==> src/rtl/arb_rr2x1.sv <==
// Two-requester round-robin arbiter driving a 2:1 mux select; grant/sel registered, 1-cycle latency.
// No backpressure: requesters hold req for a transaction; a waiting peer is rotated in after MAX_HOLD cycles.
module arb_rr2x1 #(
    parameter int MAX_HOLD = 8,
    parameter int CNT_W    = 4
) (
    input  logic       clk,
    input  logic       rst,
    input  logic [1:0] req,
    output logic [1:0] grant,
    output logic       sel,
    output logic       busy,
    output logic       preempt
);

    typedef enum logic [1:0] {
        IDLE = 2'd0,
        GNT0 = 2'd1,
        GNT1 = 2'd2
    } state_t;

    localparam logic [CNT_W-1:0] HOLD_LAST = CNT_W'(MAX_HOLD - 1);

    state_t           r_state;
    logic [1:0]       r_grant;
    logic             r_sel;
    logic             r_busy;
    logic             r_preempt;
    logic             r_last_gnt;
    logic [CNT_W-1:0] r_hold_cnt;

    logic w_own_idx;
    logic w_own_req;
    logic w_oth_req;
    logic w_hold_end;
    logic w_idle_pick;

    function automatic state_t gnt_state(input logic idx);
        return idx ? GNT1 : GNT0;
    endfunction

    function automatic logic [1:0] gnt_onehot(input logic idx);
        return {idx, ~idx};
    endfunction

    // Owner/peer view of req so both grant states share one set of rules.
    assign w_own_idx   = (r_state == GNT1);
    assign w_own_req   = req[w_own_idx];
    assign w_oth_req   = req[~w_own_idx];
    assign w_hold_end  = (r_hold_cnt == HOLD_LAST);
    assign w_idle_pick = (req == 2'b11) ? ~r_last_gnt : req[1];

    always_ff @(posedge clk) begin
        if (rst) begin
            r_state    <= IDLE;
            r_grant    <= 2'b00;
            r_sel      <= 1'b0;
            r_busy     <= 1'b0;
            r_preempt  <= 1'b0;
            r_hold_cnt <= '0;
            r_last_gnt <= 1'b1;
        end else begin
            r_preempt <= 1'b0;
            case (r_state)
                IDLE: begin
                    if (req != 2'b00) begin
                        r_state    <= gnt_state(w_idle_pick);
                        r_grant    <= gnt_onehot(w_idle_pick);
                        r_sel      <= w_idle_pick;
                        r_busy     <= 1'b1;
                        r_last_gnt <= w_idle_pick;
                        r_hold_cnt <= '0;
                    end
                end
                GNT0, GNT1: begin
                    if (!w_own_req && w_oth_req) begin
                        // Voluntary hand-off goes straight across, no idle bubble.
                        r_state    <= gnt_state(~w_own_idx);
                        r_grant    <= gnt_onehot(~w_own_idx);
                        r_sel      <= ~w_own_idx;
                        r_last_gnt <= ~w_own_idx;
                        r_hold_cnt <= '0;
                    end else if (!w_own_req) begin
                        // sel keeps its value so the mux does not toggle while idle.
                        r_state    <= IDLE;
                        r_grant    <= 2'b00;
                        r_busy     <= 1'b0;
                        r_hold_cnt <= '0;
                    end else if (w_hold_end && w_oth_req) begin
                        r_state    <= gnt_state(~w_own_idx);
                        r_grant    <= gnt_onehot(~w_own_idx);
                        r_sel      <= ~w_own_idx;
                        r_last_gnt <= ~w_own_idx;
                        r_hold_cnt <= '0;
                        r_preempt  <= 1'b1;
                    end else if (w_hold_end) begin
                        r_hold_cnt <= '0;
                    end else begin
                        r_hold_cnt <= r_hold_cnt + 1'b1;
                    end
                end
                default: begin
                    r_state    <= IDLE;
                    r_grant    <= 2'b00;
                    r_busy     <= 1'b0;
                    r_hold_cnt <= '0;
                end
            endcase
        end
    end

    assign grant   = r_grant;
    assign sel     = r_sel;
    assign busy    = r_busy;
    assign preempt = r_preempt;

endmodule

==> config.mk <==
export PLATFORM = sky130hd
export DESIGN_NAME = arb_rr2x1
export DESIGN_NICKNAME = d
export VERILOG_FILES = /design/src/rtl/arb_rr2x1.sv
export SDC_FILE = /design/constraint.sdc
export NUM_CORES = 1
export LEC_CHECK = 0
export CAP_MARGIN = 20
export CORE_UTILIZATION = 51
export CTS_BUF_LIST = sky130_fd_sc_hd__clkbuf_4 sky130_fd_sc_hd__clkbuf_8 sky130_fd_sc_hd__clkbuf_16
export CTS_CLUSTER_DIAMETER = 40
export DETAILED_ROUTE_END_ITERATION = 10
export PLACE_DENSITY = 0.82
export SLEW_MARGIN = 15
export SYNTH_ARGS = -nofsm -noshare
export SYNTH_HDL_FRONTEND = slang
export SYNTH_SLANG_ARGS = --single-unit
==> constraint.sdc <==
create_clock -name clk -period 2.1 [get_ports clk]
set_input_delay 0.42 -clock clk [delete_from_list [all_inputs] [get_ports clk]]
set_output_delay 0.42 -clock clk [all_outputs]
set_load 0.02 [all_outputs]
==> summary.rpt <==
RUN METRICS
----------------------------------------------------
[Status]
  Outcome ........................ completed

[Final layout]
  NumNets Final ........................ between 100 and 150
  Fraction of final layout cells sized beyond drive strength 1 ........................ 0.209

[STA]
  Sum Neg Setup Slack ........................ 0 ns
  # setup viols final ........................ 0
  Highest clock frequency the design can meet ........................ 513 MHz
  Relative slew margins ........................ 0.707
  Setup repair after global routing missed its margin ........................ no

[Die]
  Number of primary I/O pins ........................ 9
  Initial core utilization ........................ 0.577
  Total Die Area ........................ roughly 1500 um^2
  Die X-Extent ........................ 38.2 um
  Standard-cell row count ........................ 12

[Placement]
  Minimum setup slack after placement ........................ -0.0947 ns
  Post-DP Area ........................ 798 um^2

[Job]
  Maximum capacitance violations ........................ 0

[Logic synthesis]
  Synthesized area per cell ........................ approximately 9 um^2
  Largest cells by area after synthesis ........................ sky130_fd_sc_hd__dfxtp_1 (30%), sky130_fd_sc_hd__ha_1 (9.4%), sky130_fd_sc_hd__mux2i_1 (4.5%)
  Net Count, Synth ........................ just over 80
  Area reported by Yosys stat ........................ between 600 and 700 um^2
  Number of synthesized register bits ........................ 10
  Number of distinct library cells after synthesis ........................ 35
  Fraction of synthesized cell area taken by the top area cell type ........................ 0.300
  Fraction of registers with async set or reset after synthesis ........................ 0
  Area of the mapped netlist ........................ about 670 um^2

[CTS]
  Count of hold-fix buffers inserted at cts ........................ 0
  Worst skew pair latency ........................ ~0.27 ns
  CTS buffer count ........................ 3
  Post-CTS sizing ........................ 0
  Clock Root Buffer ........................ sky130_fd_sc_hd__clkbuf_4

[Route]
  Number of antenna-violating nets in the routed design ........................ 0
  Final routed DRC violation total ........................ 0
  Violation count after the first detailed-route iteration ........................ 11

[Critical path]
  Worst R2R Setup Slack ........................ ~0.15 ns
  Maximum net fanout on the critical path ........................ 7
  Critical-path cell list ........................ ha_1, mux2i_1, nor3_1, or4_1, o31a_1
  Family with the most delay on the worst path ........................ simple AND/OR/NAND/NOR gates

[GRT]
  Number of global-route vias before repair ........................ between 500 and 600
  Maximum number of pins on one net before global-route repair ........................ 12

[Power and ir drop]
  Leak ........................ roughly 0.36 nW

----------------------------------------------------
[power breakdown]
group / switching [mW] / internal, mW / leakage [nW]
combinational: 0.278 / 0.276 / 0.259
clock: 0.0686 / 0.105 / 0.0210
sequential: 0.0337 / 0.234 / 0.0818
[placed cells by master, fill, tap and decap left out, types with 2 or more instances in the layout]
cell type and n:
sky130_fd_sc_hd__dfxtp_1 10, sky130_fd_sc_hd__clkdlybuf4s50_1 8, sky130_fd_sc_hd__buf_4 8, sky130_fd_sc_hd__nor2_1 7
sky130_fd_sc_hd__inv_1 6, sky130_fd_sc_hd__a21oi_1 5, sky130_fd_sc_hd__ha_1 5, sky130_fd_sc_hd__mux2i_1 3
sky130_fd_sc_hd__o21ai_0 3, sky130_fd_sc_hd__or4_1 3, sky130_fd_sc_hd__clkbuf_4 3, sky130_fd_sc_hd__mux2_2 2
sky130_fd_sc_hd__a211oi_1 2, sky130_fd_sc_hd__or3_1 2, sky130_fd_sc_hd__a22oi_1 2
[worst register-to-register path, cell delays in order (launching register included)]
cell and delay, ns:
sky130_fd_sc_hd__dfxtp_1 0.42, sky130_fd_sc_hd__ha_1 0.34, sky130_fd_sc_hd__mux2i_1 0.32, sky130_fd_sc_hd__nor3_1 0.14, sky130_fd_sc_hd__or4_1 0.51, sky130_fd_sc_hd__o31a_1 0.11
[final timing paths]
kind	from	end	cells after the start
max	r_state[1]$_SDFFE_PP0P_	r_last_gnt$_SDFFE_PP1P_	5
min	busy$_SDFFE_PP0P_	busy$_SDFFE_PP0P_	2
max reg2reg	r_state[1]$_SDFFE_PP0P_	r_last_gnt$_SDFFE_PP1P_	5
min reg2reg	busy$_SDFFE_PP0P_	busy$_SDFFE_PP0P_	2
[final cells by class]
class | count | area [um^2]
well taps | 14 | 17.5
flip-flops and latches | 10 | 200
fillers | 80 | 322
multi-input cells | 55 | 418
inverters | 6 | 22.5
clock buffers | 4 | 36.3
repair buffers | 16 | 140
[registers in the layout (all words and copies together), names as in the netlist]
register / count
r_state: 2
sel: 1
r_last_gnt: 1
busy: 1
preempt: 1
r_hold_cnt: 4
[synthesized netlist by cell type, drive strengths merged (2+ instances only)]
master / instances
buf: 3
or4: 3
a21o: 2
nor2: 7
inv: 6
ha: 5
o21ai: 4
a211oi: 2
mux2i: 3
dfxtp: 10
a21oi: 5
or3: 3
a22oi: 2
mux2: 2
[through the flow]
| stage | util | total power [mW] |
|---|---|---|
| 2_1_floorplan | - | 0.641 |
| 3_3_place_gp | 0.690 | 0.807 |
| 3_5_place_dp | 0.690 | 0.819 |
| 4_1_cts | 0.722 | 1.00 |
| 5_1_grt | 0.722 | 1.07 |
| 6_report | 0.722 | 0.997 |
[kinds of logic (layout without fill, tap and decap cells)]
kind of cell / after synthesis / in the layout / synth area share
compound gates: 24 / 24 / 0.265
fa+ha+maj: 5 / 5 / 0.0938
buf+inv: 9 / 26 / 0.0732
flops: 10 / 10 / 0.300
mux: 5 / 5 / 0.0788
simple gates: 21 / 21 / 0.190
[routing by layer]
layer / GRT usage / vias up / wire length, um
met5: 0 / - / 0
met4: 0.0714 / 0 / 10
met3: 0.0930 / 2 / 98
met2: 0.432 / 24 / 701
met1: 0.277 / 283 / 617
li1: - / 310 / -
met2.png
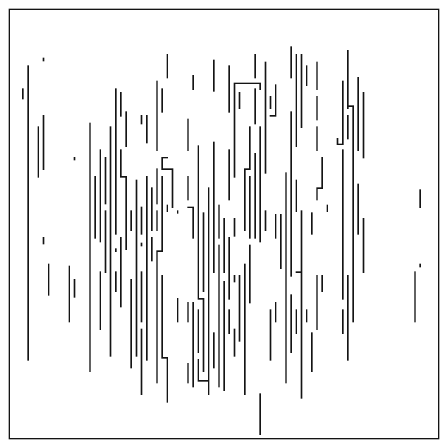
main direction: vertical
nets with wire on the layer: 86
longest straight run: 26.2 um
wire length on this layer: 701 um
final routed wirelength across all metal layers: 1430 um
via count: 619

drive_strength.png
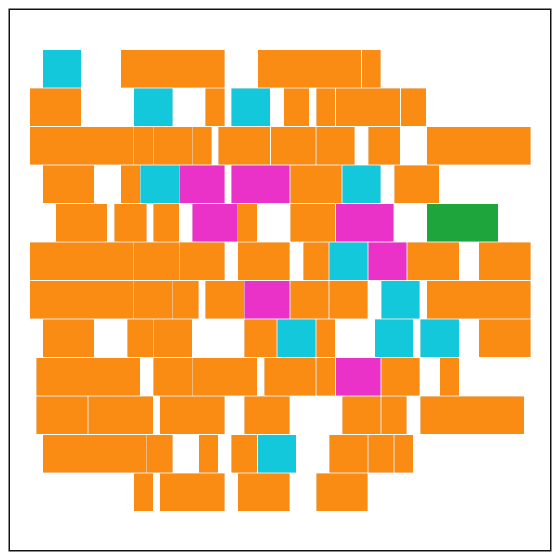
| colour | size | cells | share |
|---|---|---|---|
| cyan | drive 3 to 4 | 11 | 12% |
| green | drive 6 and up | 1 | 1.1% |
| magenta | drive 2 | 7 | 7.7% |
| orange | drive 1 or less | 72 | 79% |
worst setup margin: 0.149 ns
Non-clk bufs: 16
finished layout cell area: 835 um^2
Area growth syn-to-layout: 25.1%

Power figures rest on the tool's default switching activity, not on a simulated workload.
